File: src/rtl/adder_pkg.sv
// Shared definitions for the pipelined ripple adder.
//   DEFAULT_WIDTH / DEFAULT_STAGES : default operand width and stage count.
//   chunk_width()                  : bits handled by each pipeline stage.
//   stage_rec_t                    : per-stage pipeline record at the default
//                                    width (valid, partial sum, remaining
//                                    operands, carry, overflow, and the
//                                    subtract flag when PIPE_ADDER_SUB_EN is
//                                    defined).
package adder_pkg;

  localparam int DEFAULT_WIDTH  = 32;
  localparam int DEFAULT_STAGES = 4;

  function automatic int chunk_width(input int width, input int stages);
    return width / stages;
  endfunction

  typedef struct packed {
    logic                     valid;
    logic [DEFAULT_WIDTH-1:0] psum;   // chunks summed so far; upper bits zero
    logic [DEFAULT_WIDTH-1:0] a;      // operand A, upper chunks still pending
    logic [DEFAULT_WIDTH-1:0] b;      // operand B (already inverted for subtract)
    logic                     carry;  // carry into the next chunk
    logic                     ovf;    // signed overflow of the chunk just summed
`ifdef PIPE_ADDER_SUB_EN
    logic                     sub;
`endif
  } stage_rec_t;

endpackage

File: src/rtl/ripple_chunk_adder.sv
// Combinational CHUNK-bit ripple-carry adder, one instance per pipeline stage.
//   a, b  : chunk operands
//   ci    : carry into bit 0 of the chunk
//   sum   : chunk sum
//   co    : carry out of the chunk MSB
//   cmsb  : carry into the chunk MSB (used for signed overflow)
module ripple_chunk_adder #(
  parameter int CHUNK = 8
) (
  input  logic [CHUNK-1:0] a,
  input  logic [CHUNK-1:0] b,
  input  logic             ci,
  output logic [CHUNK-1:0] sum,
  output logic             co,
  output logic             cmsb
);

  logic [CHUNK:0] c;

  always_comb begin
    c    = '0;
    sum  = '0;
    c[0] = ci;
    for (int i = 0; i < CHUNK; i++) begin
      sum[i]   = a[i] ^ b[i] ^ c[i];
      c[i+1]   = (a[i] & b[i]) | (c[i] & (a[i] ^ b[i]));
    end
  end

  assign co   = c[CHUNK];
  assign cmsb = c[CHUNK-1];

endmodule

File: src/rtl/pipelined_ripple_adder.sv
// Pipelined ripple adder: sum = (a + b + cin) mod 2^WIDTH, split into STAGES
// chunks of WIDTH/STAGES bits with a register after each chunk. One beat per
// cycle throughput, latency STAGES cycles.
// Optional feature macro: PIPE_ADDER_SUB_EN adds a 'sub' input; sub=1 gives
// a - b (cin ignored, cout=1 means no borrow).
//
// Ports:
//   clk, rst            : rising-edge clock, synchronous active-high reset
//   in_valid/in_ready   : operand beat handshake
//   a, b, cin           : operands and carry-in (sub when the macro is set)
//   out_valid/out_ready : result beat handshake
//   sum, cout, ovf      : registered result, carry out, signed overflow
//
// Handshake: a beat moves across an interface on a rising edge where valid
// and ready are both 1. Once valid is raised it holds, with its data, until
// that edge. in_ready depends only on out_valid/out_ready, never on in_valid.
module pipelined_ripple_adder
  import adder_pkg::*;
#(
  parameter int WIDTH  = DEFAULT_WIDTH,
  parameter int STAGES = DEFAULT_STAGES
) (
  input  logic             clk,
  input  logic             rst,
  input  logic             in_valid,
  output logic             in_ready,
  input  logic [WIDTH-1:0] a,
  input  logic [WIDTH-1:0] b,
  input  logic             cin,
`ifdef PIPE_ADDER_SUB_EN
  input  logic             sub,
`endif
  output logic             out_valid,
  input  logic             out_ready,
  output logic [WIDTH-1:0] sum,
  output logic             cout,
  output logic             ovf
);

  localparam int CHUNK = chunk_width(WIDTH, STAGES);

  if (WIDTH < 1 || STAGES < 1 || (WIDTH % STAGES) != 0) begin : g_bad_cfg
    $error("pipelined_ripple_adder: WIDTH must be >= 1 and a multiple of STAGES");
  end

  // Same layout as adder_pkg::stage_rec_t, sized by WIDTH.
  typedef struct packed {
    logic             valid;
    logic [WIDTH-1:0] psum;
    logic [WIDTH-1:0] a;
    logic [WIDTH-1:0] b;
    logic             carry;
    logic             ovf;
`ifdef PIPE_ADDER_SUB_EN
    logic             sub;
`endif
  } stage_t;

  stage_t pipe [STAGES];
  stage_t nxt  [STAGES];
  stage_t in_rec;
  logic   adv;

  // The whole pipeline moves as one; it only stops when the result register
  // holds a beat the consumer is not taking.
  assign adv      = !pipe[STAGES-1].valid || out_ready;
  assign in_ready = adv;

  // Incoming beat as a stage record. Its carry field is the carry into
  // chunk 0; subtract is folded in here so every stage is a plain adder.
  always_comb begin
    in_rec       = '0;
    in_rec.valid = in_valid;
    in_rec.a     = a;
`ifdef PIPE_ADDER_SUB_EN
    in_rec.b     = sub ? ~b : b;
    in_rec.carry = sub | cin;
    in_rec.sub   = sub;
`else
    in_rec.b     = b;
    in_rec.carry = cin;
`endif
  end

  for (genvar k = 0; k < STAGES; k++) begin : g_stage
    stage_t           src;
    stage_t           nx;
    logic [CHUNK-1:0] csum;
    logic             co;
    logic             cm;

    if (k == 0) begin : g_first
      assign src = in_rec;
    end else begin : g_rest
      assign src = pipe[k-1];
    end

    ripple_chunk_adder #(.CHUNK(CHUNK)) u_chunk (
      .a    (src.a[k*CHUNK +: CHUNK]),
      .b    (src.b[k*CHUNK +: CHUNK]),
      .ci   (src.carry),
      .sum  (csum),
      .co   (co),
      .cmsb (cm)
    );

    // Everything passes through untouched except this stage's chunk of the
    // sum and the carry handed on to the next chunk. Only the last stage's
    // ovf reaches the output, where cm is the carry into the word MSB.
    always_comb begin
      nx                         = src;
      nx.psum[k*CHUNK +: CHUNK]  = csum;
      nx.carry                   = co;
      nx.ovf                     = co ^ cm;
    end

    assign nxt[k] = nx;
  end

  always_ff @(posedge clk) begin
    if (rst) begin
      for (int i = 0; i < STAGES; i++) pipe[i] <= '0;
    end else if (adv) begin
      for (int i = 0; i < STAGES; i++) pipe[i] <= nxt[i];
    end
  end

  assign out_valid = pipe[STAGES-1].valid;
  assign sum       = pipe[STAGES-1].psum;
  assign cout      = pipe[STAGES-1].carry;
  assign ovf       = pipe[STAGES-1].ovf;

endmodule
File: config.mk
export PLATFORM = sky130hd
export DESIGN_NAME = pipelined_ripple_adder
export DESIGN_NICKNAME = d
export VERILOG_FILES = /design/src/rtl/adder_pkg.sv /design/src/rtl/ripple_chunk_adder.sv /design/src/rtl/pipelined_ripple_adder.sv
export SDC_FILE = /design/constraint.sdc
export NUM_CORES = 1
export LEC_CHECK = 0
export CAP_MARGIN = 25
export CORE_MARGIN = 2
export CORE_UTILIZATION = 50
export CTS_BUF_LIST = sky130_fd_sc_hd__clkbuf_4 sky130_fd_sc_hd__clkbuf_8
export DETAILED_ROUTE_END_ITERATION = 7
export PLACE_DENSITY_LB_ADDON = 0.3
export SYNTH_ARGS = -nofsm -noshare
export SYNTH_HDL_FRONTEND = slang
export SYNTH_HIERARCHICAL = 1
export SYNTH_SLANG_ARGS = --single-unit
File: constraint.sdc
create_clock -name clk -period 15.1 [get_ports clk]
set_input_delay 1.51 -clock clk [delete_from_list [all_inputs] [get_ports clk]]
set_output_delay 1.51 -clock clk [all_outputs]
set_load 0.01 [all_outputs]
A small window of the routed layout:
Window x 48 to 88, y 75 to 115 um. Cells in gray, sequential cells in the stronger gray; small squares are vias.
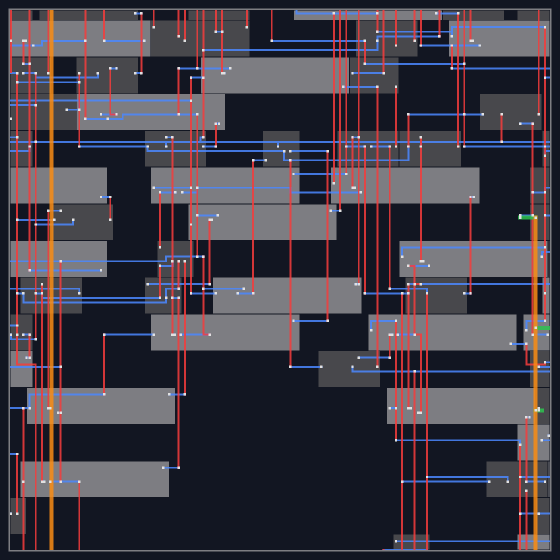
[red] M2
[blue] M1
[orange] M4
[green] M3
sequential cells in the window: 16
netlist names of flops here include: pipe (16)
most frequent: edfxtp_1 (16), nor3b_2 (12), nor3b_1 (4)
cells with their middle in the window: 37

Signal wires on met2:
Drawn at 2 px/um.
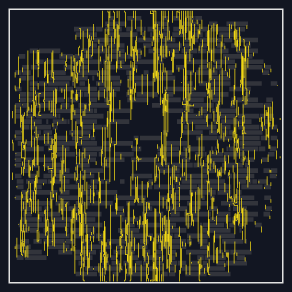
wire length on this layer: 6430 um
nets with wire on the layer: 588
grt met2 use: 22.59%
vias after detailed routing: 4064
aggregate routed wire length: 12.64 mm

Routing congestion:
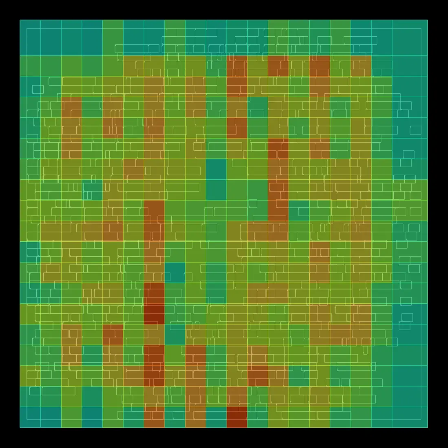
met3 capacity usage during global routing: 3.430%
GRT met1 Usage: 19.95%
Routed WL per cell: 15.50 um

==> results.cfg <==
; physical design summary
[critical_path]
depth_of_the_worst_register_to_register_path = 13
cp_data_required_time_ns = 13.59
critical_path.startpoint = out_ready

[finish]
final_area_um2 = 10170
comb_area_share_pct = 26.64
num-nonclk-inverters = 41
largestClassByArea = sequential cells
layout-area-overhead-vs-synth_pct = 16.63
layout.cells.non_filler = 815
reg.largest.list = pipe: 185 flops
layout_top_cell = sky130_fd_sc_hd__edfxtp_1
logic_gates = 220

[floorplan]
placement_rows = 48
die-width_um = 136.1

[route]
dr.pass1.iters = 5
top_layer = met4

[final_timing]
setup_total_neg_slack_ns = 0

[place]
hpwlAfterDp_mm = 7.227

[logic_synthesis]
synth_stat.cells = 488
largest_non_sequential_cell_family_by_area = simple AND/OR/NAND/NOR gates

[clocking]
path_clk_slew_ns = 0.09

[outcome]
run_status = finished clean
how the worst min path moves through the flow:
stage / startpoint / to / slack (ns) / cells past startpoint
2_1_floorplan: pipe[0][50] / pipe[1][50] / 0.54 / 1
3_3_place_gp: pipe[0][68] / pipe[1][68] / 0.54 / 1
3_5_place_dp: pipe[0][60] / pipe[1][60] / 0.55 / 1
4_1_cts: pipe[1][79] / pipe[2][79] / 0.58 / 1
5_1_grt: pipe[0][60] / pipe[1][60] / 0.58 / 1
6_report: pipe[0][59] / pipe[1][59] / 0.57 / 1
power by group:
| group | switching, mW | internal, mW |
|---|---|---|
| clock | 0.169 | 0.127 |
| sequential | 0.00943 | 0.599 |
| combinational | 0.0376 | 0.0570 |
| total | 0.216 | 0.783 |
Yosys cell counts:
library cell,count
sky130_fd_sc_hd__edfxtp_1,185
sky130_fd_sc_hd__nor3b_2,128
sky130_fd_sc_hd__nor3b_1,56
sky130_fd_sc_hd__inv_1,41
sky130_fd_sc_hd__fa_1,32
sky130_fd_sc_hd__buf_2,22
sky130_fd_sc_hd__buf_6,16
sky130_fd_sc_hd__clkbuf_1,3
sky130_fd_sc_hd__buf_8,1
sky130_fd_sc_hd__nand2b_1,1
sky130_fd_sc_hd__nor2b_1,1
sky130_fd_sc_hd__nor3_2,1
sky130_fd_sc_hd__xnor2_1,1
critical path, stage by stage:
cell	delay, ns
sky130_fd_sc_hd__clkdlybuf4s50_1	0.45
sky130_fd_sc_hd__nor2b_4	0.11
sky130_fd_sc_hd__buf_4	0.65
sky130_fd_sc_hd__inv_1	0.14
sky130_fd_sc_hd__clkdlybuf4s50_1	0.52
cells by family after synthesis:
kind of cell / after synthesis
xor+xnor: 1
simple gates: 187
fa+ha+maj: 32
flops: 185
buf+inv: 83
Power figures rest on the tool's default switching activity, not on a simulated workload.
